**Run 1: the metal 3 layer**

(4 px per um) Cells faint in the background.
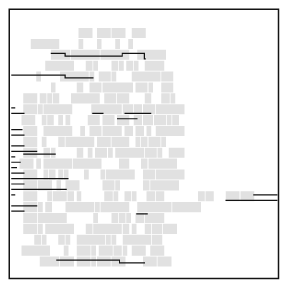
**Run 1: routed clock nets over the placement**

(6 px per um)
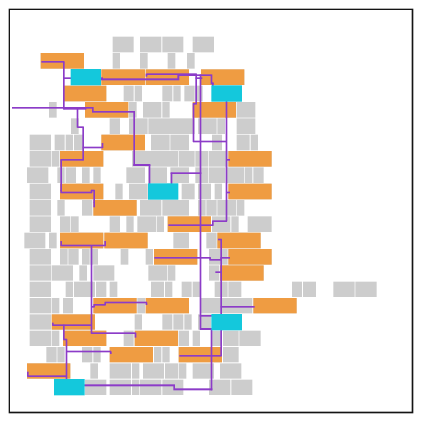
**Run 1: register map, names as in the netlist**

(4 px per um)
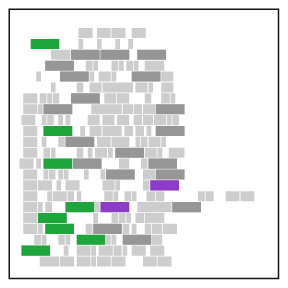
**Run 1: wiring by layer**

(4 px per um)
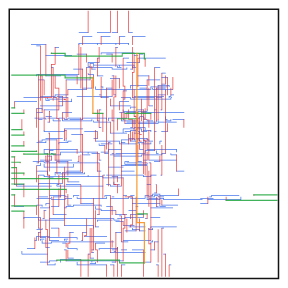
<file path="config.mk">
export PLATFORM = sky130hd
export DESIGN_NAME = default_slave_wr_flat
export DESIGN_NICKNAME = d
export VERILOG_FILES = /design/src/rtl/default_slave_wr_if.sv /design/src/rtl/default_slave_wr.sv /design/src/flat_wrapper.sv
export SDC_FILE = /design/constraint.sdc
export NUM_CORES = 1
export LEC_CHECK = 0
export CAP_MARGIN = 20
export CORE_MARGIN = 2
export CORE_UTILIZATION = 32
export DETAILED_ROUTE_END_ITERATION = 10
export GPL_ROUTABILITY_DRIVEN = 0
export GPL_TIMING_DRIVEN = 0
export PLACE_DENSITY = 0.81
export SLEW_MARGIN = 25
export SYNTH_ARGS = -nofsm -noshare
export SYNTH_HDL_FRONTEND = slang
export SYNTH_SLANG_ARGS = --single-unit
</file>
<file path="constraint.sdc">
create_clock -name ACLK -period 2.2 [get_ports ACLK]
set_clock_uncertainty 0.15 [all_clocks]
set_input_delay 0.22 -clock ACLK [delete_from_list [all_inputs] [get_ports ACLK]]
set_output_delay 0.22 -clock ACLK [all_outputs]
set_load 0.01 [all_outputs]
</file>
<file path="src/rtl/default_slave_wr_if.sv">
// rtl/default_slave_wr_if.sv - AW/W/B channel bundle for the default write slave
//
// Purpose: groups the AXI write-address, write-data and write-response
// signals of the default slave into one interface.
// Modports:
//   master - drives AW*/W*/BREADY_S, observes AWREADY_S/WREADY_S/B*
//   slave  - the reverse; used by default_slave_wr
// Width macros fall back to AXI4-style defaults when not supplied.

`ifndef AXI_IDS_BITS
`define AXI_IDS_BITS 8
`endif
`ifndef AXI_ADDR_BITS
`define AXI_ADDR_BITS 32
`endif
`ifndef AXI_LEN_BITS
`define AXI_LEN_BITS 8
`endif
`ifndef AXI_SIZE_BITS
`define AXI_SIZE_BITS 3
`endif
`ifndef AXI_DATA_BITS
`define AXI_DATA_BITS 32
`endif
`ifndef AXI_STRB_BITS
`define AXI_STRB_BITS 4
`endif

interface default_slave_wr_if;
    logic [`AXI_IDS_BITS-1:0]  AWID_S;
    logic [`AXI_ADDR_BITS-1:0] AWADDR_S;
    logic [`AXI_LEN_BITS-1:0]  AWLEN_S;
    logic [`AXI_SIZE_BITS-1:0] AWSIZE_S;
    logic [1:0]                AWBURST_S;
    logic                      AWVALID_S;
    logic                      AWREADY_S;
    logic [`AXI_DATA_BITS-1:0] WDATA_S;
    logic [`AXI_STRB_BITS-1:0] WSTRB_S;
    logic                      WLAST_S;
    logic                      WVALID_S;
    logic                      WREADY_S;
    logic [`AXI_IDS_BITS-1:0]  BID_S;
    logic [1:0]                BRESP_S;
    logic                      BVALID_S;
    logic                      BREADY_S;

    modport master (
        output AWID_S, AWADDR_S, AWLEN_S, AWSIZE_S, AWBURST_S, AWVALID_S,
        input  AWREADY_S,
        output WDATA_S, WSTRB_S, WLAST_S, WVALID_S,
        input  WREADY_S,
        input  BID_S, BRESP_S, BVALID_S,
        output BREADY_S
    );

    modport slave (
        input  AWID_S, AWADDR_S, AWLEN_S, AWSIZE_S, AWBURST_S, AWVALID_S,
        output AWREADY_S,
        input  WDATA_S, WSTRB_S, WLAST_S, WVALID_S,
        output WREADY_S,
        output BID_S, BRESP_S, BVALID_S,
        input  BREADY_S
    );
endinterface

</file>
<file path="src/rtl/default_slave_wr.sv">
// rtl/default_slave_wr.sv - AXI default write slave answering every burst with RESP_CODE
//
// Purpose: accepts any write burst, swallows its data beats and returns one
// B response carrying the burst ID and RESP_CODE (DECERR by default).
// Ports:
//   ACLK    - clock, rising edge
//   ARESET  - synchronous active-high reset
//   s       - default_slave_wr_if.slave (AW, W and B channels)
//   ERR_CNT - 16-bit saturating count of completed B handshakes; present only
//             when DEFSLV_ERRCNT_EN is defined
// Burst termination relies solely on the latched AWLEN; WLAST_S is ignored.

`ifndef AXI_IDS_BITS
`define AXI_IDS_BITS 8
`endif
`ifndef AXI_LEN_BITS
`define AXI_LEN_BITS 8
`endif

module default_slave_wr #(
    parameter logic [1:0] RESP_CODE = 2'b11
) (
    input  logic ACLK,
    input  logic ARESET,
    default_slave_wr_if.slave s
`ifdef DEFSLV_ERRCNT_EN
    ,
    output logic [15:0] ERR_CNT
`endif
);
    localparam int IDW = `AXI_IDS_BITS;
    localparam int LENW = `AXI_LEN_BITS;
    localparam logic [LENW-1:0] CNT_ONE = 1;

    typedef enum logic [1:0] {IDLE, DATA, RESP} state_t;

    state_t          state_q, state_d;
    logic [IDW-1:0]  id_q;
    logic [LENW-1:0] len_q;
    logic [LENW-1:0] cnt_q;
    logic            awready_q, wready_q, bvalid_q;
    logic [1:0]      bresp_q;
    logic            aw_hs, w_hs, b_hs, last_beat;
    logic            unused_inputs;

    // Handshakes are qualified by the registered ready/valid flags, which
    // are only ever set in their owning state.
    always_comb begin
        aw_hs     = s.AWVALID_S && awready_q;
        w_hs      = s.WVALID_S && wready_q;
        b_hs      = s.BREADY_S && bvalid_q;
        // Compare before incrementing so AWLEN = all ones still ends cleanly.
        last_beat = w_hs && (cnt_q == len_q);
        state_d   = state_q;
        case (state_q)
            IDLE:    if (aw_hs)     state_d = DATA;
            DATA:    if (last_beat) state_d = RESP;
            RESP:    if (b_hs)      state_d = IDLE;
            default:                state_d = IDLE;
        endcase
    end

    always_ff @(posedge ACLK) begin
        if (ARESET) begin
            state_q <= IDLE;
        end else begin
            state_q <= state_d;
        end
    end

    // Outputs are registered from the next state, so they are held low for
    // the whole reset and AWREADY_S appears on the first edge after it.
    always_ff @(posedge ACLK) begin
        if (ARESET) begin
            id_q      <= '0;
            len_q     <= '0;
            cnt_q     <= '0;
            awready_q <= 1'b0;
            wready_q  <= 1'b0;
            bvalid_q  <= 1'b0;
            bresp_q   <= 2'b00;
        end else begin
            if (aw_hs) begin
                id_q  <= s.AWID_S;
                len_q <= s.AWLEN_S;
                cnt_q <= '0;
            end else if (w_hs && !last_beat) begin
                cnt_q <= cnt_q + CNT_ONE;
            end
            awready_q <= (state_d == IDLE);
            wready_q  <= (state_d == DATA);
            bvalid_q  <= (state_d == RESP);
            bresp_q   <= (state_d == RESP) ? RESP_CODE : 2'b00;
        end
    end

    assign s.AWREADY_S = awready_q;
    assign s.WREADY_S  = wready_q;
    assign s.BVALID_S  = bvalid_q;
    assign s.BID_S     = id_q;
    assign s.BRESP_S   = bresp_q;

`ifdef DEFSLV_ERRCNT_EN
    logic [15:0] err_cnt_q;

    always_ff @(posedge ACLK) begin
        if (ARESET) begin
            err_cnt_q <= '0;
        end else if (b_hs && (err_cnt_q != 16'hFFFF)) begin
            err_cnt_q <= err_cnt_q + 16'd1;
        end
    end

    assign ERR_CNT = err_cnt_q;
`endif

    assign unused_inputs = ^{s.AWADDR_S, s.AWSIZE_S, s.AWBURST_S,
                             s.WDATA_S, s.WSTRB_S, s.WLAST_S};
endmodule

</file>
<file path="src/flat_wrapper.sv">
// flat-port wrapper written by rule: the top's interface ports become plain ports
module default_slave_wr_flat 
#(
    parameter logic [1:0] RESP_CODE = 2'b11
)
  (ACLK, ARESET, s_AWID_S, s_AWADDR_S, s_AWLEN_S, s_AWSIZE_S, s_AWBURST_S, s_AWVALID_S, s_AWREADY_S, s_WDATA_S, s_WSTRB_S, s_WLAST_S, s_WVALID_S, s_WREADY_S, s_BID_S, s_BRESP_S, s_BVALID_S, s_BREADY_S);
  default_slave_wr_if s_i ();
  input  logic ACLK;
  input  logic ARESET;
  input wire logic [$bits(s_i.AWID_S)-1:0] s_AWID_S;
  input wire logic [$bits(s_i.AWADDR_S)-1:0] s_AWADDR_S;
  input wire logic [$bits(s_i.AWLEN_S)-1:0] s_AWLEN_S;
  input wire logic [$bits(s_i.AWSIZE_S)-1:0] s_AWSIZE_S;
  input wire logic [$bits(s_i.AWBURST_S)-1:0] s_AWBURST_S;
  input wire logic [$bits(s_i.AWVALID_S)-1:0] s_AWVALID_S;
  output wire logic [$bits(s_i.AWREADY_S)-1:0] s_AWREADY_S;
  input wire logic [$bits(s_i.WDATA_S)-1:0] s_WDATA_S;
  input wire logic [$bits(s_i.WSTRB_S)-1:0] s_WSTRB_S;
  input wire logic [$bits(s_i.WLAST_S)-1:0] s_WLAST_S;
  input wire logic [$bits(s_i.WVALID_S)-1:0] s_WVALID_S;
  output wire logic [$bits(s_i.WREADY_S)-1:0] s_WREADY_S;
  output wire logic [$bits(s_i.BID_S)-1:0] s_BID_S;
  output wire logic [$bits(s_i.BRESP_S)-1:0] s_BRESP_S;
  output wire logic [$bits(s_i.BVALID_S)-1:0] s_BVALID_S;
  input wire logic [$bits(s_i.BREADY_S)-1:0] s_BREADY_S;
  assign s_i.AWID_S = s_AWID_S;
  assign s_i.AWADDR_S = s_AWADDR_S;
  assign s_i.AWLEN_S = s_AWLEN_S;
  assign s_i.AWSIZE_S = s_AWSIZE_S;
  assign s_i.AWBURST_S = s_AWBURST_S;
  assign s_i.AWVALID_S = s_AWVALID_S;
  assign s_AWREADY_S = s_i.AWREADY_S;
  assign s_i.WDATA_S = s_WDATA_S;
  assign s_i.WSTRB_S = s_WSTRB_S;
  assign s_i.WLAST_S = s_WLAST_S;
  assign s_i.WVALID_S = s_WVALID_S;
  assign s_WREADY_S = s_i.WREADY_S;
  assign s_BID_S = s_i.BID_S;
  assign s_BRESP_S = s_i.BRESP_S;
  assign s_BVALID_S = s_i.BVALID_S;
  assign s_i.BREADY_S = s_BREADY_S;
  default_slave_wr #(.RESP_CODE(RESP_CODE)) u_core (.ACLK(ACLK), .ARESET(ARESET), .s(s_i));
endmodule
</file>
==> notes.md, run 1 <==
fresh numbers from the pnr run: multi-input gates=roughly 110, Non-clock buffer share=0.223, syn avg cell area=roughly 8.6 um^2, placed cell areas=between 1500 and 2000 um^2, R2R Path End=u_core.cnt_q[1], Worst path slowest cell=nor4_4, Fmax=543 MHz, max-slew violations=0, Power per Cell Area=656 nW/um^2, outcome=finished clean, Core Footprint=between 3000 and 4000 um^2, maxcap violations=0, fraction of area in registers=0.333, Top-Level Pins=108, hold wc startpoint=u_core.s.BID_S[2], Clock-cell share=0.0474, Vias/cell=~4.5, total die area=approximately 4500 um^2, vias in the first global route=1034, Dominant flop cell=dfxtp_1, Global Route Usage Sum=0.132, Fin. Hold Viols=0, Post-synth EDFFs=0, crit-path cells=buf_6 -> xor2_1 -> nor4_4 -> a21boi_0 -> mux2i_1 -> nor2_1, Tightest Hold Check Type=reg2reg, Synthesis Warnings=0, Critical Path End=u_core.cnt_q[1], origin of the critical flop-to-flop path=u_core.cnt_q[4], Final HPWL DP=about 1800 um, post-CTS sizing=0, YS chip area=1270 um^2, dominant logic cell types in the final layout=36 x nand2_1, 33 x clkdlybuf4s50_1, 29 x dfxtp_1, 21 x a21oi_1, 10 x nor2_1, crit path kind=reg2reg, r2r setup slk=360 ps, Setup TNS=0 ps, fp util=0.339, crit-path max FO=7, clk sinks=29, cells after synthesis=147, Top cells by area=dfxtp_1 46%, nand2_1 11%, a21oi_1 8.3%, xor2_1 5.5%, xnor2_1 4.1%, row count=22, Design Power=roughly 1.1 mW, CTS Root Cell=clkbuf_8, fin util=0.465, nets=between 200 and 300, wire length of the first global-routing pass=about 4400 um, Relative slew margins=0.707, DRC=0, Cell Type Count=29, DR iter-0 viols=15, hold slack=approximately 300 ps, cts bufs inserted=5, maximum number of pins on one net before global-route repair=11, # Cells Yosys=roughly 150, Synth Register Bits=29, Non-Filler Instances=about 240, CP Data Required Time=between 2000 and 2500 ps, max incr delay on CP=470 ps, worst setup margin=~360 ps, logic share of the area=0.359, met1 GRT Util=0.148, Post-DRT Antenna Nets=0, share of cells above drive strength 1=0.0957, WP buf/inv=1, Commonest cells post-synth=36 x nand2_1, 29 x dfxtp_1, 21 x a21oi_1, 10 x nor2_1, 8 x xor2_1, Setup WS pre-CTS=slightly above 200 ps, initial antenna violation count=0, CTS clk-pin slew, worst paths=~60 ps, # Post-CTS Setup Buffers=0, Syn-to-layout area delta=37.3%, # diodes=0
## Picture notes: 'the metal 3 layer'
The wires run mostly horizontal. 22 nets have wire on it. The layer holds 7.2% of the routed length.
Global Route met3 Usage: 0.0591
Vias: 1067
final WL: 2470 um

## Picture notes: 'routed clock nets over the placement'
Purple marks clock wires, length 397 um. Orange marks flip-flops, count 29. Cyan marks clock-net drivers, count 5.
There are 6 routed clock nets.

## Picture notes: 'register map, names as in the netlist'
Green marks u_core.s.BID_S, placed flops 8. Purple marks u_core.state_q, placed flops 2.
Another 19 sequential cells are not colored.

## Picture notes: 'wiring by layer'
Blue marks M1, wire length 1130 um. Green marks M3, wire length 178 um. Red marks M2, wire length 1090 um. Orange marks M4, wire length 63.0 um.

-- run 1: power by group --
| group | total [mW] | switching (mW) | internal, mW |
|---|---|---|---|
| Sequential | 0.560 | 0.0141 | 0.546 |
| Clock | 0.421 | 0.202 | 0.218 |
| Combinational | 0.161 | 0.0754 | 0.0859 |
-- run 1: cells by family (layout without fill, tap and decap cells) --
kind of cell	after synthesis	in the layout	share of synthesized area
adders and majority gates	1	1	0.00986
buffers and inverters	12	53	0.0493
AOI/OAI and AO/OA	30	30	0.135
muxes	1	1	0.00789
DFF	29	29	0.458
xor gates and xnor gates	14	14	0.0966
and+or+nand+nor	60	60	0.244
-- run 1: metal layers --
metal,up-vias,routed length [um]
met5,-,0
met4,0,63
met3,6,177
met2,28,1090
met1,469,1130
li1,564,-
==> run 1 -> run 2 <==
==> constraint.sdc (replaced) <==
create_clock -name ACLK -period 1.8 [get_ports ACLK]
set_clock_uncertainty 0.15 [all_clocks]
set_input_delay 0.18 -clock ACLK [delete_from_list [all_inputs] [get_ports ACLK]]
set_output_delay 0.18 -clock ACLK [all_outputs]
set_load 0.01 [all_outputs]
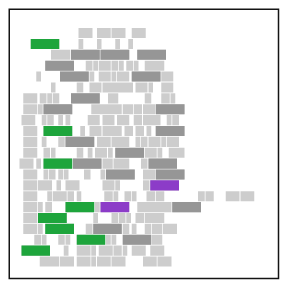
**Above:** run 2 (register map, names as in the netlist).
(4 px per um)
Purple marks u_core.state_q, placed flops 2. Green marks u_core.s.BID_S, placed flops 8.

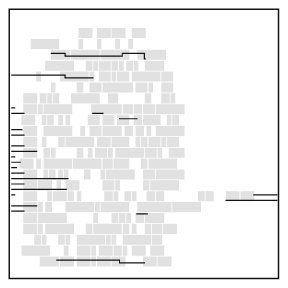
**Above:** run 2 (the metal 3 layer).
(4 px per um) Cells faint in the background.
The layer holds 6.5% of the routed length. The layer carries 163 um of wire.
final WL: 2520 um
Vias: 1069

==> run 2 against run 1 <==
Die size did not move. Combinational power up 32%. Clock power rose by 22%. Final area grew 1.4%. Non-clock buffer count increased by 2. Count of clock-buffer cells in the layout unchanged. Register-to-register slack worse by 300 ps. Critical path type unchanged.
==> notes.md, run 2 <==
fresh numbers from the pnr run: outcome=finished clean, max incr delay on CP=between 400 and 500 ps, sequential share of power=0.485, Post-Synth XOR/XNOR Area=0.0966, dominant logic cell types in the final layout=36 x nand2_1, 33 x clkdlybuf4s50_1, 29 x dfxtp_1, 21 x a21oi_1, 10 x nor2_1, Commonest cells post-synth=36 x nand2_1, 29 x dfxtp_1, 21 x a21oi_1, 10 x nor2_1, 8 x xor2_1, Fin. Hold Viols=0, hold slack=around 280 ps, DR iter-0 viols=14, nets=285, crit-path cells=xor2_1 -> nor4_4 -> buf_4 -> a211oi_1 -> xnor2_1 -> nor2_1, Non-clock buffer share=0.229, Psw=roughly 360 uW, Core Footprint=3740 um^2, Syn-to-layout area delta=39.3%, maximum number of pins on one net before global-route repair=11, Final HPWL DP=1770 um, Tightest Hold Check Type=in2reg, clk sinks=29, adder-cell area share of the yosys netlist=0.00986, cts bufs inserted=5, initial antenna violation count=0, total die area=4480 um^2, post-synthesis async set-or-reset flop share=0, Setup WS pre-CTS=-159 ps, worst setup margin=around 60 ps, Power per Cell Area=around 800 nW/um^2, Top-Level Pins=around 110, CTS Root Cell=clkbuf_8, YS chip area=~1300 um^2, met2 wire length=between 1000 and 1500 um, Top logic family=simple AND/OR/NAND/NOR gates, CTS clk-pin slew, worst paths=~60 ps, Post-synth EDFFs=0, fraction of area in registers=0.329, crit-path max FO=7, Top cells by area=dfxtp_1 46%, nand2_1 11%, a21oi_1 8.3%, xor2_1 5.5%, xnor2_1 4.1%, Synthesis Warnings=0, # diodes=0, yosys aoi share=0.135, Cell Type Count=29, # Cells Yosys=around 150, WP buf/inv=1, Seq. pwr=~680 uW, AND/OR/NAND/NOR Cells, Area Fraction=0.244, Relative slew margins=0.718, Fmax=around 580 MHz, final period utilization=0.966, max-slew violations=0, Comb pwr share=0.151, Clock-cell share=0.0467, Dominant flop cell=dfxtp_1, maxcap violations=0, fp util=0.339, Internal=between 1 and 1.5 mW, DRC=0, heaviest power group=registers, crit path kind=reg2reg, gr busiest metal=met2, cells after synthesis=147, first-pass iteration count of the detailed router=4, share of cells above drive strength 1=0.121, CTS Hold Bufs=0, Global Route met3 Usage=0.0591, Setup TNS=0 ps, Non-Filler Instances=~240, DR top layer=met4, Vias/cell=4.49, routed wl met3=around 160 um, Comb group=212 uW, row count=22, Design Power=1.41 mW, Power Clock=between 500 and 600 uW, Sw Share=0.257, multi-input gates=between 100 and 150, Synth Register Bits=29, vias in the first global route=roughly 1000, CP Data Required Time=approximately 1800 ps, Die Width=between 60 and 70 um, placed cell areas=approximately 1700 um^2, met1 GRT Util=0.150, fin util=0.472, mux share=0.00789, met1 WL=1160 um, Worst path slowest cell=dfxtp_1
==> run 2: repair_timing <==
action | in CTS | in global routing
endpoints found under the setup margin | 2 | 16
setup buffers | 0 | 2
pin swaps | 2 | 2
gates resized | 0 | 5
==> run 2: path summary, 6_finish.rpt <==
path	start	end	slack (ps)	cells after the start
setup / recovery	u_core.cnt_q[0]	u_core.cnt_q[7]	60	6
hold / removal	s_AWID_S[5]	u_core.s.BID_S[5]	280	3
setup reg to reg	u_core.cnt_q[0]	u_core.cnt_q[7]	60	6
hold reg to reg	u_core.s.BID_S[2]	u_core.s.BID_S[2]	310	2
Power and IR drop assume default switching activity.
